[config.mk]
export PLATFORM = sky130hd
export DESIGN_NAME = seg7_scan_driver
export DESIGN_NICKNAME = d
export VERILOG_FILES = /design/src/rtl/seg7_pkg.sv /design/src/rtl/seg7_decode.sv /design/src/rtl/seg7_scan_driver.sv
export SDC_FILE = /design/constraint.sdc
export NUM_CORES = 1
export LEC_CHECK = 0
export ABC_CLOCK_PERIOD_IN_PS = 5600
export CORE_MARGIN = 3
export CORE_UTILIZATION = 35
export DETAILED_ROUTE_END_ITERATION = 12
export GPL_ROUTABILITY_DRIVEN = 0
export PLACE_DENSITY = 0.64
export SLEW_MARGIN = 0
export SYNTH_ARGS = -nofsm -noshare
export SYNTH_HDL_FRONTEND = slang
export SYNTH_SLANG_ARGS = --single-unit
[constraint.sdc]
create_clock -name CLK -period 5.6 [get_ports CLK]
set_clock_uncertainty 0.05 [all_clocks]
set_input_delay 0.56 -clock CLK [delete_from_list [all_inputs] [get_ports CLK]]
set_output_delay 0.56 -clock CLK [all_outputs]
set_load 0.05 [all_outputs]
[src/rtl/seg7_pkg.sv]
// seg7_pkg
// Shared constants and types for the seven-segment scan driver.
//   - segment patterns (active-low, bit order {dp,g,f,e,d,c,b,a})
//   - anode-select constants and helper (active-low, one-hot-low)
//   - BCD digit-slot type
package seg7_pkg;

    // One BCD digit slot.
    typedef logic [3:0] bcd_t;

    // Segment patterns, active-low {dp,g,f,e,d,c,b,a}; dp bit is off here.
    localparam logic [7:0] SEG_DIGIT [10] = '{
        8'b1100_0000,   // 0
        8'b1111_1001,   // 1
        8'b1010_0100,   // 2
        8'b1011_0000,   // 3
        8'b1001_1001,   // 4
        8'b1001_0010,   // 5
        8'b1000_0010,   // 6
        8'b1111_1000,   // 7
        8'b1000_0000,   // 8
        8'b1001_0000    // 9
    };
    localparam logic [7:0] SEG_DASH = 8'b1011_1111;   // only g lit
    localparam logic [7:0] SEG_E    = 8'b1000_0110;   // non-BCD input
    localparam logic [7:0] SEG_OFF  = 8'b1111_1111;

    // Anode drive, active-low.
    localparam logic [3:0] AN_OFF = 4'b1111;

    // Anode pattern that enables exactly the digit at position pos.
    function automatic logic [3:0] an_sel(input logic [1:0] pos);
        an_sel = ~(4'b0001 << pos);
    endfunction

endpackage

[src/rtl/seg7_decode.sv]
// seg7_decode
// Combinational BCD to seven-segment decoder for one digit slot.
// Ports:
//   bcd   in  4  digit value; values above 9 render as "E"
//   dash  in  1  render "-" instead of the digit (dp suppressed)
//   dp_en in  1  light the decimal point (ignored while dash)
//   seg   out 8  active-low segments {dp,g,f,e,d,c,b,a}
import seg7_pkg::*;

module seg7_decode (
    input  logic [3:0] bcd,
    input  logic       dash,
    input  logic       dp_en,
    output logic [7:0] seg
);

    always_comb begin
        seg = SEG_OFF;
        if (dash) begin
            seg = SEG_DASH;
        end else begin
            if (bcd > 4'd9) seg = SEG_E;
            else            seg = SEG_DIGIT[bcd];
            // Decimal point also applies on top of "E".
            if (dp_en) seg[7] = 1'b0;
        end
    end

endmodule

[src/rtl/seg7_scan_driver.sv]
// seg7_scan_driver
// Time-multiplexes four BCD digits onto a 4-digit common-anode display.
// Owns scan timing, brightness duty, leading-zero blanking, decimal point,
// dash mode and tear-free (frame-aligned) input capture.
// Parameters:
//   TICK_DIV  clock cycles per digit slot (>= 8)
//   DP_POS    anode index carrying the decimal point (4 = none)
// Ports:
//   CLK          in  1   system clock
//   RST_N        in  1   asynchronous active-low reset
//   DIGITS       in  16  BCD digits, [15:12] -> AN[0] ... [3:0] -> AN[3]
//   DASH         in  1   show "-" on every digit
//   BLANK_LZ     in  1   enable leading-zero blanking
//   DIM          in  2   lit fraction of each slot = 1/2^DIM
//   SEG          out 8   active-low segments {dp,g,f,e,d,c,b,a}
//   AN           out 4   active-low anode enables
//   FRAME_START  out 1   one-cycle pulse after each shadow load
import seg7_pkg::*;

module seg7_scan_driver #(
    parameter int unsigned TICK_DIV = 10000,
    parameter int unsigned DP_POS   = 2
) (
    input  logic        CLK,
    input  logic        RST_N,
    input  logic [15:0] DIGITS,
    input  logic        DASH,
    input  logic        BLANK_LZ,
    input  logic [1:0]  DIM,
    output logic [7:0]  SEG,
    output logic [3:0]  AN,
    output logic        FRAME_START
);

    localparam int unsigned     CNT_W   = $clog2(TICK_DIV);
    localparam logic [CNT_W-1:0] CNT_MAX = CNT_W'(TICK_DIV - 1);

    // Scan state
    logic [CNT_W-1:0] cnt;
    logic [1:0]       pos;
    logic             started;

    // Shadow copies of the inputs, only refreshed at frame boundaries
    bcd_t [3:0] sh_dig;
    logic       sh_dash;
    logic       sh_blz;
    logic [1:0] sh_dim;

    // Next-state values; outputs are decoded from these so SEG/AN line up
    // with the cnt/pos values registered on the same edge.
    logic [CNT_W-1:0] cnt_nxt;
    logic [1:0]       pos_nxt;
    logic             load;
    bcd_t [3:0]       dig_in;
    bcd_t [3:0]       sh_dig_nxt;
    logic             sh_dash_nxt;
    logic             sh_blz_nxt;
    logic [1:0]       sh_dim_nxt;

    logic [31:0]      win_len;
    logic             lit;
    logic             blank;
    logic             dp_en;
    bcd_t             cur_bcd;
    logic [7:0]       dec_seg;

    always_comb begin
        // The first edge after reset release only loads the shadows and
        // keeps the scan parked at pos 0 / cnt 0, so that first slot gets
        // its full TICK_DIV cycles like every other slot.
        load    = !started || (cnt == CNT_MAX && pos == 2'd3);
        cnt_nxt = cnt;
        pos_nxt = pos;
        if (!started) begin
            cnt_nxt = '0;
            pos_nxt = '0;
        end else if (cnt == CNT_MAX) begin
            cnt_nxt = '0;
            pos_nxt = pos + 2'd1;
        end else begin
            cnt_nxt = cnt + 1'b1;
        end
    end

    always_comb begin
        dig_in = '0;
        for (int i = 0; i < 4; i++) begin
            dig_in[i] = DIGITS[15-4*i -: 4];
        end
        sh_dig_nxt  = load ? dig_in   : sh_dig;
        sh_dash_nxt = load ? DASH     : sh_dash;
        sh_blz_nxt  = load ? BLANK_LZ : sh_blz;
        sh_dim_nxt  = load ? DIM      : sh_dim;
    end

    always_comb begin
        // Brightness window; a zero-length window leaves the display dark.
        win_len = TICK_DIV >> sh_dim_nxt;
        lit     = {{(32-CNT_W){1'b0}}, cnt_nxt} < win_len;

        // Leading zeros are blanked only left of the decimal point.
        blank = 1'b0;
        if (sh_blz_nxt && !sh_dash_nxt) begin
            if (pos_nxt == 2'd0 && DP_POS > 0 && sh_dig_nxt[0] == 4'd0)
                blank = 1'b1;
            if (pos_nxt == 2'd1 && DP_POS > 1 &&
                sh_dig_nxt[0] == 4'd0 && sh_dig_nxt[1] == 4'd0)
                blank = 1'b1;
        end

        cur_bcd = sh_dig_nxt[pos_nxt];
        dp_en   = ({30'd0, pos_nxt} == DP_POS) && !blank;
    end

    seg7_decode u_decode (
        .bcd   (cur_bcd),
        .dash  (sh_dash_nxt),
        .dp_en (dp_en),
        .seg   (dec_seg)
    );

    always_ff @(posedge CLK or negedge RST_N) begin
        if (!RST_N) begin
            cnt         <= '0;
            pos         <= '0;
            started     <= 1'b0;
            sh_dig      <= '0;
            sh_dash     <= 1'b0;
            sh_blz      <= 1'b0;
            sh_dim      <= '0;
            SEG         <= SEG_OFF;
            AN          <= AN_OFF;
            FRAME_START <= 1'b0;
        end else begin
            cnt         <= cnt_nxt;
            pos         <= pos_nxt;
            started     <= 1'b1;
            sh_dig      <= sh_dig_nxt;
            sh_dash     <= sh_dash_nxt;
            sh_blz      <= sh_blz_nxt;
            sh_dim      <= sh_dim_nxt;
            FRAME_START <= load;
            if (lit && !blank) begin
                AN  <= an_sel(pos_nxt);
                SEG <= dec_seg;
            end else begin
                AN  <= AN_OFF;
                SEG <= SEG_OFF;
            end
        end
    end

endmodule

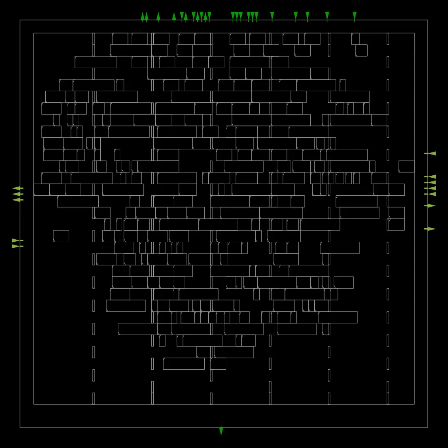
**Above:** run 1 (cell placement).
post-route insts no fill: 387
fill count: 755

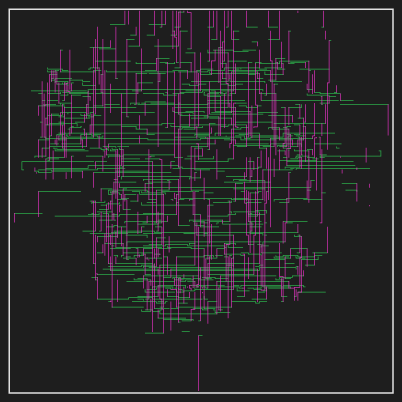
**Above:** run 1 (wiring by layer).
Drawn at 4 px/µm. Two of the layers only.
M1: shown in green, wire length 2960 µm. M2: shown in magenta, wire length 2480 µm.
WL/cell: 14.7 µm
gr usage total: 13.5%
via count: 1890
total wire length: 5.69 mm

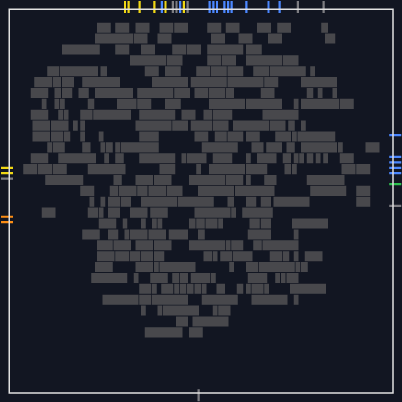
**Above:** run 1 (pin placement).
Drawn at 4 px/µm. Pins as bars across the die edge, other pins in grey.
SEG: shown in yellow, pins 8, direction output, edge 6 north, 2 west. DIM: shown in orange, pins 2, direction input, edge west. DIGITS: shown in blue, pins 16, direction input, edge 11 north, 5 east. FRAME_START: shown in green, pins 1, direction output, edge east.
All pins by edge: 22 north, 7 east, 5 west, 1 south.
# port buffers: 34
die height: 95.5 µm
Die Span X: 95.5 µm

[run 1: report_power, final]
| part | total, mW | leakage (nW) | internal, mW | switching, mW |
|---|---|---|---|---|
| logic | 0.155 | 0.915 | 0.0645 | 0.0909 |
| clock network | 0.253 | 0.0600 | 0.129 | 0.123 |
| registers | 0.400 | 0.606 | 0.390 | 0.00977 |
[run 1: registers in the layout, indices dropped and copies added, names as in the netlist]
name,flops
sh_dig,16
cnt,14
SEG,8
AN,4
pos,2
sh_dim,2
FRAME_START,1
sh_blz,1
sh_dash,1
started,1
[run 1: per-layer routing]
layer  routed length (µm)  vias up  GRT usage, %  share of wire, %
met5                    0        -             0                 0
met4                   58        0          3.20               1.0
met3                  182        4          2.68               3.2
met2                 2480       37          20.2                44
met1                 2960      902          20.1                52
li1                     -      947             -                 -
==> reports/summary.txt, run 1 <==
Worst-path clk slew: 0.10 ns
Hold Buf Count CTS: 0
Worst path buffer plus inverter count: 3
PD cells: 239 nW/µm²
Top cells by area: dfrtp_1, dfstp_2, ha_1
Fin nets: 331
Top delay family on crit path: AND-OR/OR-AND gates
Distinct cell type count of the synthesized netlist: 54
Count of non-CTS inverters in the layout: 22
CP Cell Sequence: or4b_4, o41ai_4, buf_4, mux2_2, inv_1, ha_1, inv_1, ha_1, a21o_1, a21o_1, a221o_1, a2bb2oi_1, nand3_1, nor2_1, o221ai_1
Outcome: completed
Final instance area: 3380 µm²
N_diodes: 0
Setup TNS: 0 ns
Maximum VDD drop: 0.126 mV
CTS buffer count: 5
Xor/xnor share: 3.43%
Fin util: 43.5%
Most common logic cell in the routed design: dfrtp_1
Most frequent cells in the layout: dfrtp_1, clkdlybuf4s50_1, ha_1
Well tap count: 102
YS warnings: 0
Leakage: 1.58 nW
Setup violations, final: 0
CP Class: reg2reg
Synth cell count leaders: dfrtp_1, ha_1, nor2_1, inv_1, mux2_2
Flop count: 50
Worst reg-to-reg path cell count: 15
Initial DRC count: 90
WP depth: 15
DRC viols: 0
Sequential share of the synthesized area: 45.1%
CP Launch Type: flip-flop
Setup crit end kind: flip-flop
Worst skew pair latency: 0.31 ns
Yosys top cell by area: dfrtp_1
Tool warning count: 35
Vias in the first global route: 1931
Async set-reset flop share out of synthesis: 100%
Cts repair resizes: 0
RSZ-0062 raised after global routing: false
Final Power: 808 µW
R2R Path End: SEG[3]$_DFF_PN1_
Clock-cell share: 3.44%
Syn Std Cell Area: 2810 µm²
Reg area: 1270 µm²
Final min period: 4.54 ns
CP endpoint: SEG[3]$_DFF_PN1_
Area grow syn2layout: 20.5%
Post-CTS Repair Setup Buffers: 0
**Run 1: a small window of the routed layout**

Window x 28 to 68, y 28 to 68 µm. Cells in grey, sequential cells in the stronger grey; small squares are vias.
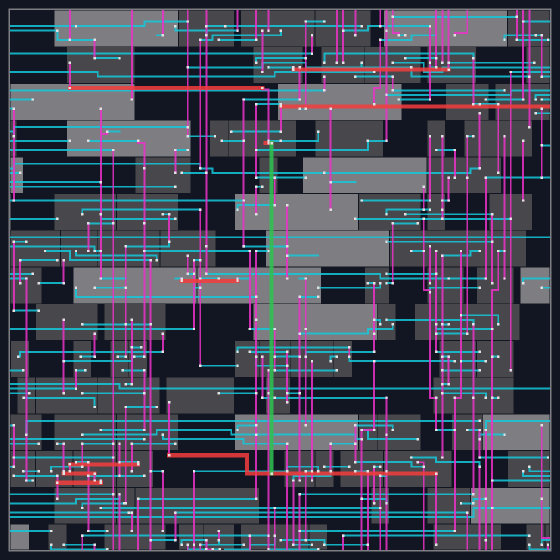

==> inputs of run 2 (changes only) <==
--- a/config.mk
+++ b/config.mk
@@ -5,7 +5,7 @@
 export SDC_FILE = /design/constraint.sdc
 export NUM_CORES = 1
 export LEC_CHECK = 0
-export ABC_CLOCK_PERIOD_IN_PS = 5600
+export ABC_CLOCK_PERIOD_IN_PS = 4500
 export CORE_MARGIN = 3
 export CORE_UTILIZATION = 35
 export DETAILED_ROUTE_END_ITERATION = 12
==> constraint.sdc (replaced) <==
create_clock -name CLK -period 4.5 [get_ports CLK]
set_clock_uncertainty 0.05 [all_clocks]
set_input_delay 0.45 -clock CLK [delete_from_list [all_inputs] [get_ports CLK]]
set_output_delay 0.45 -clock CLK [all_outputs]
set_load 0.05 [all_outputs]
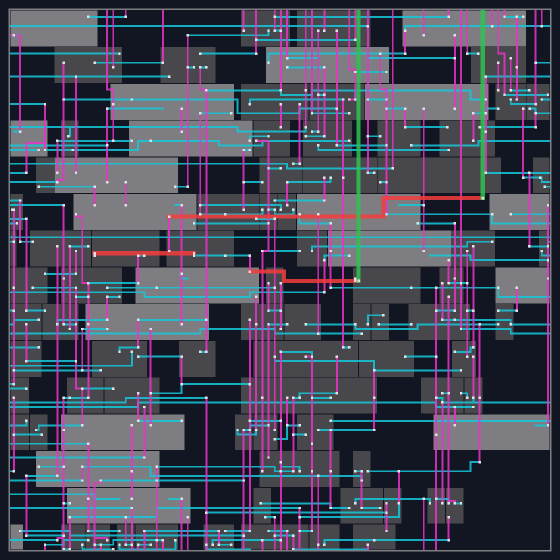
**Above:** run 2 (a small window of the routed layout).
Window x 28 to 68, y 28 to 68 µm. Cells in grey, sequential cells in the stronger grey; small squares are vias.
M2: shown in magenta. M3: shown in red. M4: shown in green. M1: shown in cyan.
Most frequent: dfrtp_1 (15), nor2_1 (8), ha_1 (7). Sequential cells in the window: 16. 87 logic cells have their middle in the window. Netlist names of flops here include cnt (6), sh_dig (3), pos (2).

==> run 2 against run 1 <==
Non-clock buffer count rose by 1. Final cell count rose by 0.26%. Register-to-register slack got worse by 0.72 ns. Area after synthesis did not move. Synthesized cell count did not move. Critical path type unchanged. Largest power group unchanged.
==> reports/summary.txt, run 2 <==
Top cells by area: dfrtp_1, dfstp_2, ha_1
Distinct cell type count of the synthesized netlist: 54 (unchanged)
Area grow syn2layout: 20.7%
Die height: 95.5 µm (unchanged)
Reg with most FFs: sh_dig
Final instance area: 3390 µm² (+0.19%)
PD cells: 294 nW/µm² (+23%)
Critical path arrival: 4.33 ns
Synth cell count leaders: dfrtp_1, ha_1, nor2_1, inv_1, mux2_2
Via count: 1909 (+1.0%)
Largest register FFs: 16 (unchanged)
Fin util: 43.6% (+0.081 points)
H-tree depth: 2
Final Power: 998 µW (+24%)
Tool warning count: 35 (unchanged)
Routed length on met3: 184 µm (+1.1%)
Critical Path Source: cnt[6]$_DFF_PN0_
RSZ-0062 raised after global routing: false
N_diodes: 0 (unchanged)
Fill count: 745 (-1.3%)
Hold Buf Count CTS: 0 (unchanged)
Outcome: completed
Yosys top cell by area: dfrtp_1
Setup violations, final: 0 (unchanged)
DRC viols: 0 (unchanged)
EDFF count, synth: 0
DRT antenna net count: 0
CP Class: reg2reg
Worst path buffer plus inverter count: 0 (-3)
Post-CTS Repair Setup Buffers: 0 (unchanged)
WL/cell: 15.0 µm (+2.1%)
Met3 usage: 3.00% (+0.32 points)
Total wire length: 5.82 mm (+2.3%)
Syn Std Cell Area: 2810 µm² (unchanged)
Met2 Usage GRT: 19.2% (-0.98 points)
M1 GR Usage: 20.6% (+0.47 points)
Initial DRC count: 54 (-40%)
Largest regs: sh_dig (16), cnt (14), SEG (8)
Final min period: 4.16 ns (-0.377 ns)
CTS tree: built
Num rows: 32
Gr usage total: 13.5% (-0.062 points)
Die Span X: 95.5 µm (unchanged)
Post-DP HPWL: 4.49 mm
R2R Path End: SEG[4]$_DFF_PN1_
Leakage: 1.58 nW (about the same)
Async set-reset flop share out of synthesis: 100% (unchanged)
Setup crit end kind: flip-flop
Critical path's slowest cell: or4b_4
DIE AREA: 9130 µm²
DR WL met2: 2.61 mm (+5.0%)
CP endpoint: SEG[4]$_DFF_PN1_
Worst reg-to-reg path cell count: 11 (-4)
WP depth: 11 (-4)
Worst-path clk slew: 0.10 ns (about the same)
Reg area: 1270 µm² (unchanged)
Most Crowded Layer GR: met1
CP Launch Type: flip-flop
CTS buffer count: 5 (unchanged)
Worst skew pair latency: 0.30 ns (about the same)
Top delay family on crit path: AND-OR/OR-AND gates
Cts repair resizes: 0 (unchanged)
Most common logic cell in the routed design: dfrtp_1
Vias in the first global route: 1849 (-4.2%)
Most frequent cells in the layout: dfrtp_1, clkdlybuf4s50_1, ha_1
Setup TNS: 0 ns (unchanged)
Maximum VDD drop: 0.147 mV (+17%)
Sequential share of the synthesized area: 45.1% (unchanged)
CP Cell Sequence: or4b_4, o41ai_4, mux2_2, ha_1, ha_1, a21o_1, a2111oi_0, a2bb2oi_1, nand3_1, nor2_2, o221ai_1
M1 WL: 2.97 mm (+0.37%)
Post-route insts no fill: 388 (+0.26%)
YS warnings: 0 (unchanged)
# port buffers: 34 (unchanged)
Fin nets: 332 (+0.30%)
Yosys top cell by instances: dfrtp_1
Top routing layer in use: met4
Slew headroom: 27.6%
[run 2: cell type report]
type                       instances  area share (%)
multi-input combinational        168            42.2
timing repair buffer              38            10.8
clock inverter                     2           0.554
inverter                          22            2.58
sequential                        50            37.4
tap                              102            3.77
clock buffer                       6            2.77
[run 2: kinds of logic after synthesis]
logic type	count (synthesis)	synth area share (%)
other cells	1	0.134
buf+inv	26	4.06
simple gates	71	13.6
mux	31	13.6
fa+ha+maj	25	11.1
compound gates	29	8.87
flops	50	45.1
xor+xnor	11	3.43
[run 2: where the power goes]
part	total [mW]	internal, mW	switching [mW]
combinational	0.195	0.0812	0.114
sequential	0.497	0.485	0.0120
clock	0.306	0.147	0.158
Power is estimated from default activity; no workload was simulated.
